### src/rtl/hazard_scanner.sv
// hazard_scanner: once per frame, probes three map points around each
// character's feet through one shared synchronous ROM port, classifies the
// returned colours and debounces per-character hits into sticky death flags.
//
// state | meaning
// IDLE  | waiting for frame_start && enable; rom_addr parked at 0
// SCAN  | issuing lookup 3c+p, one per cycle, accumulating returned colours
// DRAIN | last ROM word returns; results committed at the edge leaving it
module hazard_scanner #(
  parameter int          NUM_CHAR = 2,
  parameter int          PROBE_DX = 8,
  parameter int          PROBE_DY = 4,
  parameter int          MAP_W    = 200,
  parameter int          ADDR_W   = 17,
  parameter int          DEBOUNCE = 2,
  parameter logic [23:0] LAVA_C   = 24'hac0404,
  parameter logic [23:0] WATER_C  = 24'h4face5,
  parameter logic [23:0] GOO_C    = 24'h69a42a
) (
  input  logic                  Clk,
  input  logic                  Reset,
  input  logic                  frame_start,
  input  logic                  enable,
  input  logic                  clear_dead,
  input  logic [NUM_CHAR*10-1:0] char_x,
  input  logic [NUM_CHAR*10-1:0] char_y,
  input  logic [NUM_CHAR*7-1:0]  char_h,
  input  logic [NUM_CHAR*3-1:0]  kill_mask,
  output logic [ADDR_W-1:0]      rom_addr,
  input  logic [23:0]            rom_data,
  output logic [NUM_CHAR-1:0]    is_dead,
  output logic                   any_dead,
  output logic                   scan_busy,
  output logic                   scan_done,
  output logic                   overrun
);

  typedef enum logic [1:0] {IDLE, SCAN, DRAIN} state_t;

  localparam logic [10:0] DX  = 11'(PROBE_DX);
  localparam logic [10:0] DY  = 11'(PROBE_DY);
  localparam logic [2:0]  DEB = 3'(DEBOUNCE);

  state_t                 state_q, state_d;
  logic [1:0]             c_q, c_d, p_q, p_d, c_n, p_n;
  logic [NUM_CHAR*10-1:0] snap_x_q, snap_x_d, snap_y_q, snap_y_d;
  logic [NUM_CHAR*7-1:0]  snap_h_q, snap_h_d;
  logic [NUM_CHAR*3-1:0]  snap_km_q, snap_km_d;
  logic [NUM_CHAR-1:0]    hit_q, hit_d, hit_acc;
  logic                   pend_v_q, pend_v_d;
  logic [1:0]             pend_c_q, pend_c_d;
  logic [2:0]             cnt_q [NUM_CHAR];
  logic [2:0]             cnt_d [NUM_CHAR];
  logic [ADDR_W-1:0]      rom_addr_q, rom_addr_d;
  logic [NUM_CHAR-1:0]    is_dead_q, is_dead_d;
  logic                   any_dead_q, any_dead_d;
  logic                   scan_busy_q, scan_busy_d;
  logic                   scan_done_q, scan_done_d;
  logic                   overrun_q, overrun_d;
  logic [2:0]             cls;
  logic                   last;
  logic [9:0]             sel_x, sel_y;
  logic [6:0]             sel_h;

  // Map-ROM address of one probe; all arithmetic is wide enough that nothing wraps.
  function automatic logic [ADDR_W-1:0] probe_addr(input logic [9:0] x, input logic [9:0] y,
                                                   input logic [6:0] h, input logic [1:0] p);
    logic [10:0] yb, ys, px, py, xw;
    logic [19:0] a;
    yb = {1'b0, y} + ({4'b0, h} >> 1);
    if (yb > 11'd479) yb = 11'd479;
    ys = (yb >= DY) ? yb - DY : 11'd0;
    xw = {1'b0, x};
    case (p)
      2'd0:    begin px = xw; py = yb; end
      2'd1:    begin px = (xw >= DX) ? xw - DX : 11'd0; py = ys; end
      default: begin px = (xw + DX > 11'd639) ? 11'd639 : xw + DX; py = ys; end
    endcase
    a = ((20'(px) * 20'd5) >> 4) + ((20'(py) * 20'd5) >> 4) * 20'(MAP_W);
    return ADDR_W'(a);
  endfunction

  // Next-state, lookup sequencing, hit accumulation and commit.
  always_comb begin
    state_d     = state_q;
    c_d         = c_q;
    p_d         = p_q;
    snap_x_d    = snap_x_q;
    snap_y_d    = snap_y_q;
    snap_h_d    = snap_h_q;
    snap_km_d   = snap_km_q;
    pend_v_d    = 1'b0;
    pend_c_d    = c_q;
    cnt_d       = cnt_q;
    is_dead_d   = is_dead_q;
    rom_addr_d  = '0;
    scan_done_d = 1'b0;
    overrun_d   = 1'b0;

    cls = {rom_data == GOO_C, rom_data == WATER_C, rom_data == LAVA_C};

    // The word returning this cycle belongs to the lookup issued last cycle.
    hit_acc = hit_q;
    for (int c = 0; c < NUM_CHAR; c++)
      if (pend_v_q && pend_c_q == 2'(c))
        hit_acc[c] = hit_acc[c] | (|(cls & snap_km_q[3*c +: 3]));
    hit_d = hit_acc;

    last = (c_q == 2'(NUM_CHAR-1)) && (p_q == 2'd2);
    if (p_q == 2'd2) begin
      c_n = c_q + 2'd1;
      p_n = 2'd0;
    end else begin
      c_n = c_q;
      p_n = p_q + 2'd1;
    end
    sel_x = '0;
    sel_y = '0;
    sel_h = '0;
    for (int c = 0; c < NUM_CHAR; c++)
      if (c_n == 2'(c)) begin
        sel_x = snap_x_q[10*c +: 10];
        sel_y = snap_y_q[10*c +: 10];
        sel_h = snap_h_q[7*c +: 7];
      end

    case (state_q)
      IDLE: begin
        if (frame_start && enable) begin
          state_d    = SCAN;
          snap_x_d   = char_x;
          snap_y_d   = char_y;
          snap_h_d   = char_h;
          snap_km_d  = kill_mask;
          c_d        = 2'd0;
          p_d        = 2'd0;
          hit_d      = '0;
          rom_addr_d = probe_addr(char_x[9:0], char_y[9:0], char_h[6:0], 2'd0);
        end
      end
      SCAN: begin
        pend_v_d  = 1'b1;
        overrun_d = frame_start;
        if (last) begin
          state_d = DRAIN;
        end else begin
          c_d        = c_n;
          p_d        = p_n;
          rom_addr_d = probe_addr(sel_x, sel_y, sel_h, p_n);
        end
      end
      DRAIN: begin
        state_d     = IDLE;
        overrun_d   = frame_start;
        scan_done_d = 1'b1;
        for (int c = 0; c < NUM_CHAR; c++) begin
          if (!enable || !hit_acc[c]) begin
            cnt_d[c] = 3'd0;
          end else begin
            cnt_d[c] = (cnt_q[c] >= DEB) ? DEB : cnt_q[c] + 3'd1;
            if (cnt_d[c] == DEB) is_dead_d[c] = 1'b1;
          end
        end
      end
      default: state_d = IDLE;
    endcase

    if (clear_dead) begin
      is_dead_d = '0;
      for (int c = 0; c < NUM_CHAR; c++) cnt_d[c] = 3'd0;
    end

    scan_busy_d = (state_d != IDLE);
    any_dead_d  = |is_dead_d;
  end

  // All state and registered outputs.
  always_ff @(posedge Clk or posedge Reset) begin
    if (Reset) begin
      state_q     <= IDLE;
      c_q         <= '0;
      p_q         <= '0;
      snap_x_q    <= '0;
      snap_y_q    <= '0;
      snap_h_q    <= '0;
      snap_km_q   <= '0;
      hit_q       <= '0;
      pend_v_q    <= 1'b0;
      pend_c_q    <= '0;
      for (int c = 0; c < NUM_CHAR; c++) cnt_q[c] <= 3'd0;
      rom_addr_q  <= '0;
      is_dead_q   <= '0;
      any_dead_q  <= 1'b0;
      scan_busy_q <= 1'b0;
      scan_done_q <= 1'b0;
      overrun_q   <= 1'b0;
    end else begin
      state_q     <= state_d;
      c_q         <= c_d;
      p_q         <= p_d;
      snap_x_q    <= snap_x_d;
      snap_y_q    <= snap_y_d;
      snap_h_q    <= snap_h_d;
      snap_km_q   <= snap_km_d;
      hit_q       <= hit_d;
      pend_v_q    <= pend_v_d;
      pend_c_q    <= pend_c_d;
      cnt_q       <= cnt_d;
      rom_addr_q  <= rom_addr_d;
      is_dead_q   <= is_dead_d;
      any_dead_q  <= any_dead_d;
      scan_busy_q <= scan_busy_d;
      scan_done_q <= scan_done_d;
      overrun_q   <= overrun_d;
    end
  end

  assign rom_addr  = rom_addr_q;
  assign is_dead   = is_dead_q;
  assign any_dead  = any_dead_q;
  assign scan_busy = scan_busy_q;
  assign scan_done = scan_done_q;
  assign overrun   = overrun_q;

endmodule

### config.mk
export PLATFORM = sky130hd
export DESIGN_NAME = hazard_scanner
export DESIGN_NICKNAME = d
export VERILOG_FILES = /design/src/rtl/hazard_scanner.sv
export SDC_FILE = /design/constraint.sdc
export NUM_CORES = 1
export LEC_CHECK = 0
export CAP_MARGIN = 25
export CORE_UTILIZATION = 63
export DETAILED_ROUTE_END_ITERATION = 6
export PLACE_DENSITY = 0.88
export SLEW_MARGIN = 20
export SYNTH_ARGS = -nofsm -noshare
export SYNTH_HDL_FRONTEND = slang
export SYNTH_SLANG_ARGS = --single-unit
### constraint.sdc
create_clock -name Clk -period 17.2 [get_ports Clk]
set_clock_uncertainty 0.15 [all_clocks]
set_input_delay 2.58 -clock Clk [delete_from_list [all_inputs] [get_ports Clk]]
set_output_delay 2.58 -clock Clk [all_outputs]
set_load 0.05 [all_outputs]
**Run 1: logic cells by family**

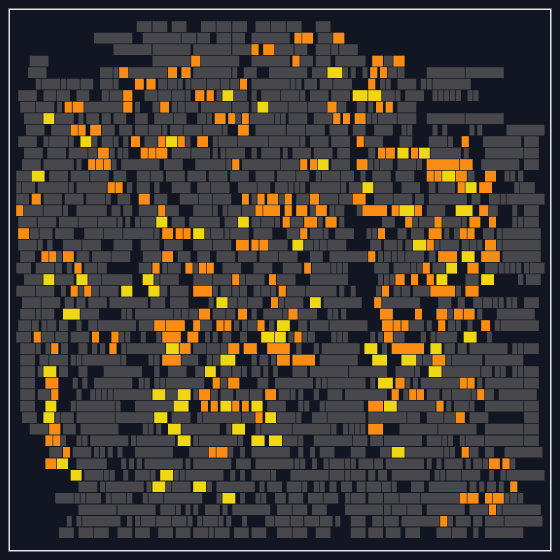
Orange marks aoi and oai cells, cells 213. Yellow marks non-inverting ao/oa cells, cells 70.

**Run 1: clock wires, drivers and flops**

Scale bar: 50 µm.
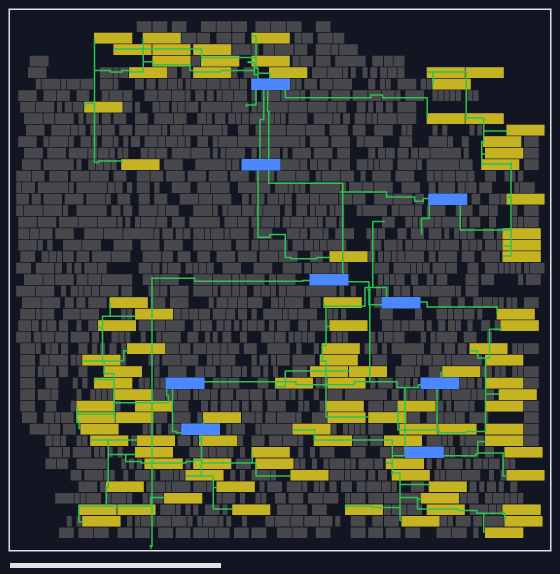
Blue marks clock-net drivers, count 9. Yellow marks flip-flops, count 98. Green marks clock wires, length 1330 µm.
Position of the flops: widely spread. There are 10 routed clock nets.
Latency at later pin: 360 ps

**Run 1: clock nets**

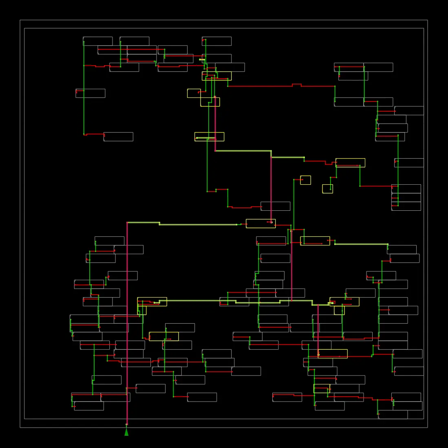
Flop Count: 98
Clock Sinks: 98
CLK BUF: 10
Num CTS Buffers: 9

==> impl_metrics.toml, run 1 <==
# synthesis and place-and-route metrics
[outcome]
status = "finished, final reports clean"

[detailed_routing]
dr_wl_met3_um = 1285
drt-met1-wl_um = 10330
wirelength_um = 24300
num_vias = 8907
routed_via_density = 6.002
wl_per_cell_um = 16.38
route.met2.wl_um = 11790
drc = 0
top_layer_used = "met4"

[clock_network]
htree_levels = 3
cts_root_buf = "clkbuf_16"
cts_tree = "yes"
postCtsSetupBuffers = 0
hold_buffers = 0
post_cts_resized = 0
cts.path.max_buffers = 2

[sta]
finalHoldViolCount = 0
relSlewSlack_pct = 51.11
slew_violations = 0
timing.final.ws_setup_ps = 5762
fin_crit_ps = 11440
fin_tns_setup_ps = 0
tightest_slew_ps = 733.4
rsz0062_at_grt = "false"
timing.final.crit_share_pct = 66.50
timing.hold.ws_ps = 326.3

[logic_synthesis]
postSynthSeqShare_pct = 24.64
yosysWarnings = 0
ys_sh_adder_pct = 24.24
netlist_instances = 1170
mux_share_pct = 0.5154
yosys-top-cells-area = "dfrtp_1 (25%), ha_1 (21%), nand2_1 (8.3%), xnor2_1 (5.2%), a21oi_1 (3.7%)"
syn_area_per_cell_um2 = 8.507
xor_share_pct = 7.568
synthTopCellsByCount = "nand2_1 (219), ha_1 (164), dfrtp_1 (98)"
largest_area_cell = "dfrtp_1"
synth_flop_count = 98
ys_types = 89
netlist_area_um2 = 9953
edf_count = 0
most_common_cell = "nand2_1"
synth-area-yosys_um2 = 9953
simple_gate_area_share_pct = 18.92
synth_top_area_share_pct = 24.64
aoi_share_pct = 19.87

[cells_and_area]
comb_cells = 968
nets = 1539
utilization_pct = 75.61
comb_area_share_pct = 61.34
area_delta_synth_final_pct = 16.34
clkCellAreaFrac_pct = 2.593
flop_area_um2 = 2452
diodes = 0
inverters = 75
final_cells = 1484
logic_area_um2 = 7103
design_area_um2 = 11580
fillers = 1136
seq_share_pct = 21.18
n_all_buffers = 116

[worst_setup_path]
critPathKind = "flop to flop"
slowest_delay_ps = 610
crit_path_end_kind = "flop"
regToRegEndpoint = "rom_addr[16]"
r2r_start = "c_q[0]"
cp_slowest_cell = "a21oi_1"
cpMostUsedCell = "ha_1"
cp.required_ps = 17260
r2r_slack_ps = 5760
critPathLaunchType = "flop"
critical_path_arrival_ps = 11500

[floorplanning]
num_tap_cells = 211
floorplan.core_util_pct = 64.99
num_rows = 45
coreArea_um2 = 15310
num_io_pins = 112
chip_area_um2 = 16310
die_x_um = 127.7
fp.dieH_um = 127.7

[place]
portBuffers = 109
placed_cells = 1468
placed_area_um2 = 11280
hpwlAfterDp_um = 18950
dpl_worst_slack_ps = 6067

[flow_run]
tool_warnings = 35

[worst_hold_path]
timing.hold.worst.start = "snap_y_q[15]"
worstHoldPathCells = 2
hold-path-endpoint = "snap_y_q[15]"

[global_route]
overflow = 0
grtUsageMet2_pct = 54.61
grt_use_total_pct = 31.22
grt_max_degree = 57
## run 1: critical path: cells and delay by family, from the launching register on
family | cells | cell delay, ps
simple gates | 11 | 2000
mux | 1 | 330
flops | 1 | 500
fa+ha+maj | 10 | 3380
xor+xnor | 3 | 710
compound gates | 18 | 3790
buf+inv | 4 | 460
## run 1: cell usage in the layout (no fill, tap or decap), types with 5 or more instances in the layout
cell type	n
dfrtp_1	98
conb_1	5
buf_4	5
a21o_1	24
clkbuf_16	9
nand2_1	219
inv_1	74
o22ai_1	21
clkdlybuf4s50_1	109
o21ai_0	41
nor2b_1	10
a21oi_1	74
nand2b_1	7
fa_1	18
nor3_1	14
ha_1	164
xnor2_1	59
xor2_1	27
a22o_1	20
nand4_1	7
o21bai_1	21
o21a_1	9
or2_2	5
or3_1	6
a22oi_1	10
nor4_1	10
nand3_1	25
and3_1	5
and2_1	6
nor2_1	58
## run 1: sequential cells by signal (all words and copies together) (netlist names), 2 cells and up
name       flops
snap_h_q      12
p_q            2
is_dead        2
pend_c_q       2
rom_addr      17
hit_q          2
cnt_q          6
snap_x_q      20
snap_km_q      6
c_q            2
snap_y_q      20
state_q        2
## run 1: worst max path at each step
stage | startpoint | to | slack [ps]
floorplan | c_q[0] | rom_addr[16] | 7180
global placement | c_q[0] | rom_addr[16] | 6450
detailed placement | c_q[0] | rom_addr[16] | 6070
CTS | c_q[0] | rom_addr[16] | 5930
global route | c_q[0] | rom_addr[16] | 4970
finish | c_q[0] | rom_addr[16] | 5760
**Run 1: nets reached from selected ports**

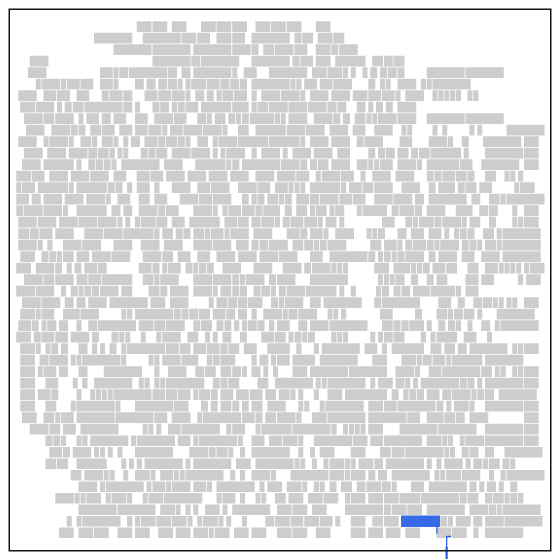

--- run 2 (diff from run 1) ---
--- a/config.mk
+++ b/config.mk
@@ -6,9 +6,9 @@
 export NUM_CORES = 1
 export LEC_CHECK = 0
 export CAP_MARGIN = 25
-export CORE_UTILIZATION = 63
+export CORE_UTILIZATION = 53
 export DETAILED_ROUTE_END_ITERATION = 6
-export PLACE_DENSITY = 0.88
+export PLACE_DENSITY = 0.79
 export SLEW_MARGIN = 20
 export SYNTH_ARGS = -nofsm -noshare
 export SYNTH_HDL_FRONTEND = slang
==> constraint.sdc (replaced) <==
create_clock -name Clk -period 9.25 [get_ports Clk]
set_clock_uncertainty 0.15 [all_clocks]
set_input_delay 1.3875 -clock Clk [delete_from_list [all_inputs] [get_ports Clk]]
set_output_delay 1.3875 -clock Clk [all_outputs]
set_load 0.05 [all_outputs]
**Run 2: nets reached from selected ports**

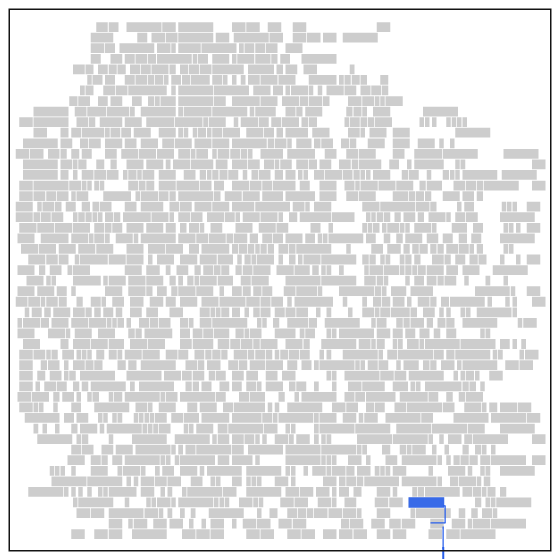
Blue marks any_dead, bits 1, direction output, end cells 1, buffers 1, wire 14.2 µm.
PortBufs: 109
Ports: 112

==> run 2 against run 1 <==
Net effect: critical path depth fell by 2; highest routed layer unchanged; synthesized area unchanged; sequential cell count unchanged; setup slack got worse by 5800 ps; largest cell class unchanged; the run now ends with DRC, setup timing left; critical path type unchanged.
==> impl_metrics.toml, run 2 <==
# synthesis and place-and-route metrics
[outcome]
status = "finished with violations"
violations = "DRC, setup timing"

[flow_run]
maxCapViolCount = 0
tool_warnings = 37

[logic_synthesis]
synth-area-yosys_um2 = 9953
most_common_cell = "nand2_1"
edf_count = 0
yosys-top-cells-area = "dfrtp_1 (25%), ha_1 (21%), nand2_1 (8.3%), xnor2_1 (5.2%), a21oi_1 (3.7%)"
synthTopCellsByCount = "nand2_1 (219), ha_1 (164), dfrtp_1 (98)"
netlist_instances = 1170
netlist_area_um2 = 9953
ys_types = 89
postSynthSeqShare_pct = 24.64
syn_area_per_cell_um2 = 8.507
synth_top_area_share_pct = 24.64
largest_area_cell = "dfrtp_1"
synth_flop_count = 98
yosysWarnings = 0

[global_route]
grtUsageMet2_pct = 47.45
grt_max_degree = 63
met1_usage_pct = 33.20
overflow = 0
top_usage_layer = "met2"
grt_use_total_pct = 26.80

[detailed_routing]
wl_per_cell_um = 16.62
ant_nets = 0
routed_via_density = 5.889
num_vias = 9240
drtPass1Iterations = 7
drc = 1
wirelength_um = 26070

[cells_and_area]
utilization_pct = 69.29
nets = 1606
area_delta_synth_final_pct = 26.76
lay_top_count = "nand2_1"
fillers = 1377
design_area_um2 = 12620
diodes = 0
final_cells = 1569
mostFrequentLayoutCells = "nand2_1 (216), ha_1 (150), clkdlybuf4s50_1 (109)"

[worst_setup_path]
critPathLaunchType = "flop"
cp-startpoint = "c_q[1]"
r2r_slack_ps = -70
cpMostUsedCell = "ha_4"
critical_path_arrival_ps = 9420
crit_path_max_fanout = 7
cp_slowest_cell = "or4_4"
critPathKind = "flop to flop"
cp.required_ps = 9350
cp-endpoint = "rom_addr[16]"
r2r_start = "c_q[1]"
crit_path_end_kind = "flop"
slowest_delay_ps = 500
regToRegEndpoint = "rom_addr[16]"

[worst_hold_path]
worstHoldPathCells = 0
hold-path-endpoint = "pend_c_q[1]"
timing.hold.worst.start = "c_q[1]"
worstHoldPathType = "flop to flop"

[floorplanning]
fp.dieH_um = 139.0
floorplan.core_util_pct = 54.66
coreArea_um2 = 18210
num_rows = 49
chip_area_um2 = 19330
die_x_um = 139.0

[clock_network]
cts_root_buf = "clkbuf_16"
cts_made_buffers = 9
cts.path.max_buffers = 2
cts_tree = "yes"
htree_levels = 3
cts.sinks = 98

[place]
hpwlAfterDp_um = 19110
placed_area_um2 = 11740
placed_cells = 1539

[sta]
finalHoldViolCount = 0
rsz0062_at_grt = "true"
timing.fmax_mhz = 107.3
slew_violations = 0
timing.final.ws_setup_ps = -70.67
relSlewSlack_pct = 48.02
fin_crit_ps = 9321
tightest_slew_ps = 779.7
finalSetupViolations = 1
timing.final.crit_share_pct = 100.8
timing.hold.ws_ps = 293.9
**Run 2: clock nets**

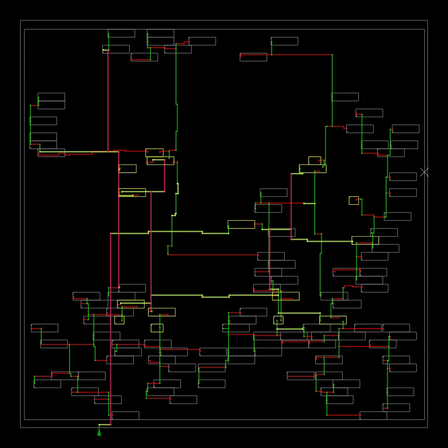
Latency at later pin: 370 ps
CLK BUF: 9

-- run 2: cell types whose count changed in the layout (fill, tap and decap cells not counted), sizes merged --
| cell | delta |
|---|---|
| buf | +66 |
| clkinv | +2 |
| clkbuf | -1 |
| o31ai | +1 |
| clkinvlp | -1 |
-- run 2: kinds of logic after synthesis --
family	after synthesis	share of synthesized area, %
simple gates	407	18.92
xor+xnor	86	7.568
flops	98	24.64
fa+ha+maj	182	24.24
mux	5	0.5154
buf+inv	108	4.211
other cells	1	0.03768
compound gates	283	19.87
-- run 2: repair_timing --
item	4_1_cts	5_1_grt
gates resized	24	57
pin swaps	26	20
gates cloned	1	0
hold buffers	0	0
buffers inserted	4	9
endpoints found under the setup margin	6	8
-- run 2: through the flow --
step / setup TNS (ps) / setup WS, ps
after CTS: 0 / 25.54
after global routing: -1515 / -451.2
final: -70.67 / -70.67
after global placement: -163.7 / -129.4
after detailed placement: -815.8 / -295.7
after floorplan: -204.5 / -136.2
-- run 2: per-layer routing --
metal | vias up | wire length (µm)
met3 | 56 | 1471
met5 | - | 0
met1 | 4440 | 11000
met4 | 0 | 655
li1 | 4466 | -
met2 | 278 | 12940
-- run 2: layout make-up --
type	count	area, µm²	share of cell area (%)
clock inverters	7	81.33	0.6446
clock buffers	9	225.2	1.785
repair buffers	182	1663	13.18
flip-flops and latches	98	2454	19.45
inverters	75	284.0	2.251
well taps	229	286.5	2.271
multi-input cells	969	7624	60.42
-- run 2: worst max-delay path, delay by kind of cell, from the launching register on --
kind | cells | cell delay [ps]
compound gates | 14 | 2250
buf+inv | 6 | 730
simple gates | 12 | 2020
fa+ha+maj | 9 | 2780
flops | 1 | 410
xor+xnor | 3 | 560
mux | 1 | 280
**Run 2: wiring by layer**

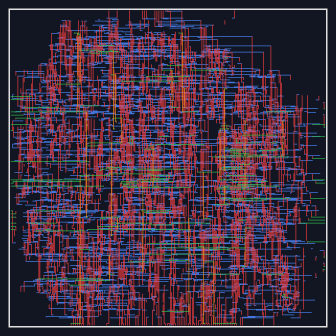

--- run 3 (diff from run 2) ---
--- a/config.mk
+++ b/config.mk
@@ -6,9 +6,9 @@
 export NUM_CORES = 1
 export LEC_CHECK = 0
 export CAP_MARGIN = 25
-export CORE_UTILIZATION = 53
+export CORE_UTILIZATION = 58
 export DETAILED_ROUTE_END_ITERATION = 6
-export PLACE_DENSITY = 0.79
+export PLACE_DENSITY = 0.82
 export SLEW_MARGIN = 20
 export SYNTH_ARGS = -nofsm -noshare
 export SYNTH_HDL_FRONTEND = slang
==> constraint.sdc (replaced) <==
create_clock -name Clk -period 9.3 [get_ports Clk]
set_clock_uncertainty 0.15 [all_clocks]
set_input_delay 1.395 -clock Clk [delete_from_list [all_inputs] [get_ports Clk]]
set_output_delay 1.395 -clock Clk [all_outputs]
set_load 0.05 [all_outputs]
**Run 3: wiring by layer**

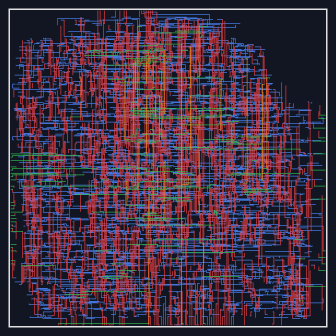
Red marks M2, wire length 13600 µm. Green marks M3, wire length 1600 µm. Blue marks M1, wire length 11500 µm. Orange marks M4, wire length 842 µm.

==> run 3 against run 2 <==
Net effect: the flow finishes with violations (setup timing); sequential cell count stayed put; hold slack better by 39 ps; core utilization is 6.7 points higher; final area is 0.17% higher; via count is 1.0% higher; register-to-register slack worse by 150 ps; global-route usage is 2.2 points higher; highest routed layer unchanged.
==> impl_metrics.toml, run 3 <==
# synthesis and place-and-route metrics
[outcome]
status = "finished with violations"
violations = "setup timing"

[floorplanning]
fp.dieH_um = 133
num_io_pins = 112
floorplan.core_util_pct = 59.81
coreArea_um2 = 16640
die_x_um = 133
chip_area_um2 = 17690

[global_route]
grt_use_total_pct = 28.99
overflow = 0
grtUsageMet2_pct = 50.47
met1_usage_pct = 37.23
top_usage_layer = "met2"

[sta]
timing.final.ws_setup_ps = -222.8
timing.hold.ws_ps = 332.7
timing.fmax_mhz = 105.0
rsz0062_at_grt = "true"
slew_violations = 0
tightest_slew_ps = 893.3
finalSetupViolations = 4
fin_crit_ps = 9523
fin_tns_setup_ps = -672.3

[worst_setup_path]
critical_path_arrival_ps = 9580
critPathKind = "flop to flop"
cpMostUsedCell = "ha_1"
slowest_delay_ps = 520
critPathLaunchType = "flop"
crit_path_max_fanout = 6

[clock_network]
cts_root_buf = "clkbuf_16"
cts.path.max_buffers = 2
cts_made_buffers = 9
insertion_delay_ps = 360
cts.sinks = 98
cts_tree = "yes"

[detailed_routing]
drt-met1-wl_um = 11490
ant_nets = 0
route.met2.wl_um = 13550
drc = 0
wl_per_cell_um = 17.57
num_vias = 9336
wirelength_um = 27490
top_layer_used = "met4"
dr_wl_met3_um = 1601
routed_via_density = 5.969

[logic_synthesis]
netlist_instances = 1170
ys_types = 89
postSynthSeqShare_pct = 24.64
synth_flop_count = 98
netlist_area_um2 = 9953
yosys-top-cells-area = "dfrtp_1 (25%), ha_1 (21%), nand2_1 (8.3%), xnor2_1 (5.2%), a21oi_1 (3.7%)"
yosysWarnings = 0
synthTopCellsByCount = "nand2_1 (219), ha_1 (164), dfrtp_1 (98)"

[cells_and_area]
largest_cell_class = "multi-input combinational cells"
flop_area_um2 = 2454
design_area_um2 = 12640
logic_area_um2 = 7631
nets = 1610
design.seq.count = 98
bufAreaShareNonClock_pct = 13.36
diodes = 0
seq_share_pct = 19.41
clkCellAreaFrac_pct = 2.416

[place]
placed_cells = 1522
dpl_worst_slack_ps = -79.92
placed_area_um2 = 11680

[flow_run]
maxCapViolCount = 0
tool_warnings = 37

[worst_hold_path]
worstHoldPathType = "flop to flop"
**Run 3: logic cells by family**

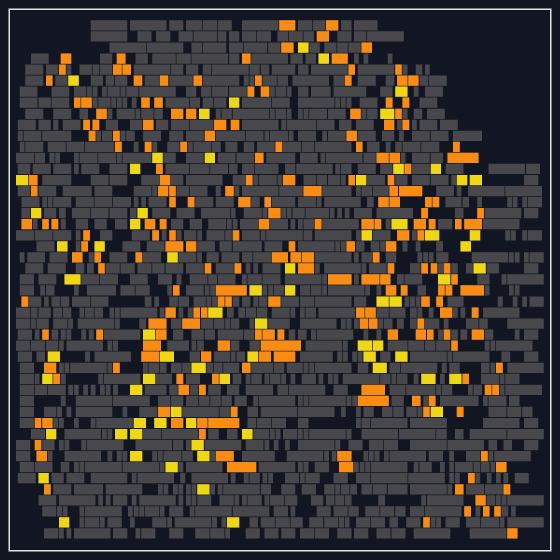
Yellow marks non-inverting ao/oa cells, cells 70. Orange marks aoi and oai cells, cells 214, where widely spread.
top logic cell by instance count in the layout: nand2_1
Comb area share: 60.38%
non-filler cells, final: 1564

[run 3: cell types whose count changed in the layout (fill, tap and decap cells not counted), moves of 3 or more]
cell,change
buf_4,+5
xnor2_2,+3
o21ai_1,-3
clkinv_4,-3
[run 3: worst paths after layout]
path	from	to	slack (ps)	depth (start not counted)
max	c_q[0]	rom_addr[16]	-220	43
min in group asynchronous	Reset	snap_h_q[9]	1210	2
min reg2reg	snap_km_q[5]	snap_km_q[5]	330	2
max in group asynchronous	Reset	c_q[0]	6520	3
max reg2reg	c_q[0]	rom_addr[16]	-220	43
min	snap_km_q[5]	snap_km_q[5]	330	2
[run 3: worst max-delay path, delay by kind of cell (launching register included)]
family                     cells  cell delay (ps)
buffers and inverters          5              520
AOI/OAI and AO/OA             14             2490
xor gates and xnor gates       3              580
adders and majority gates      9             2840
and+or+nand+nor               12             2320
DFF                            1              460
[run 3: cell families after synthesis]
logic type	Yosys count	share of synthesized area, %
adders and majority gates	182	24.24
buffers and inverters	108	4.211
AOI/OAI and AO/OA	283	19.87
xor gates and xnor gates	86	7.568
other	1	0.03768
and+or+nand+nor	407	18.92
DFF	98	24.64
muxes	5	0.5154
[run 3: what timing repair did]
item | CTS | global route
gates cloned | 1 | 0
endpoints found under the hold margin | 0 | 0
endpoints found under the setup margin | 5 | 8
pin swaps | 8 | 50
hold buffers | 0 | 0
resized | 12 | 69
setup buffers | 5 | 20
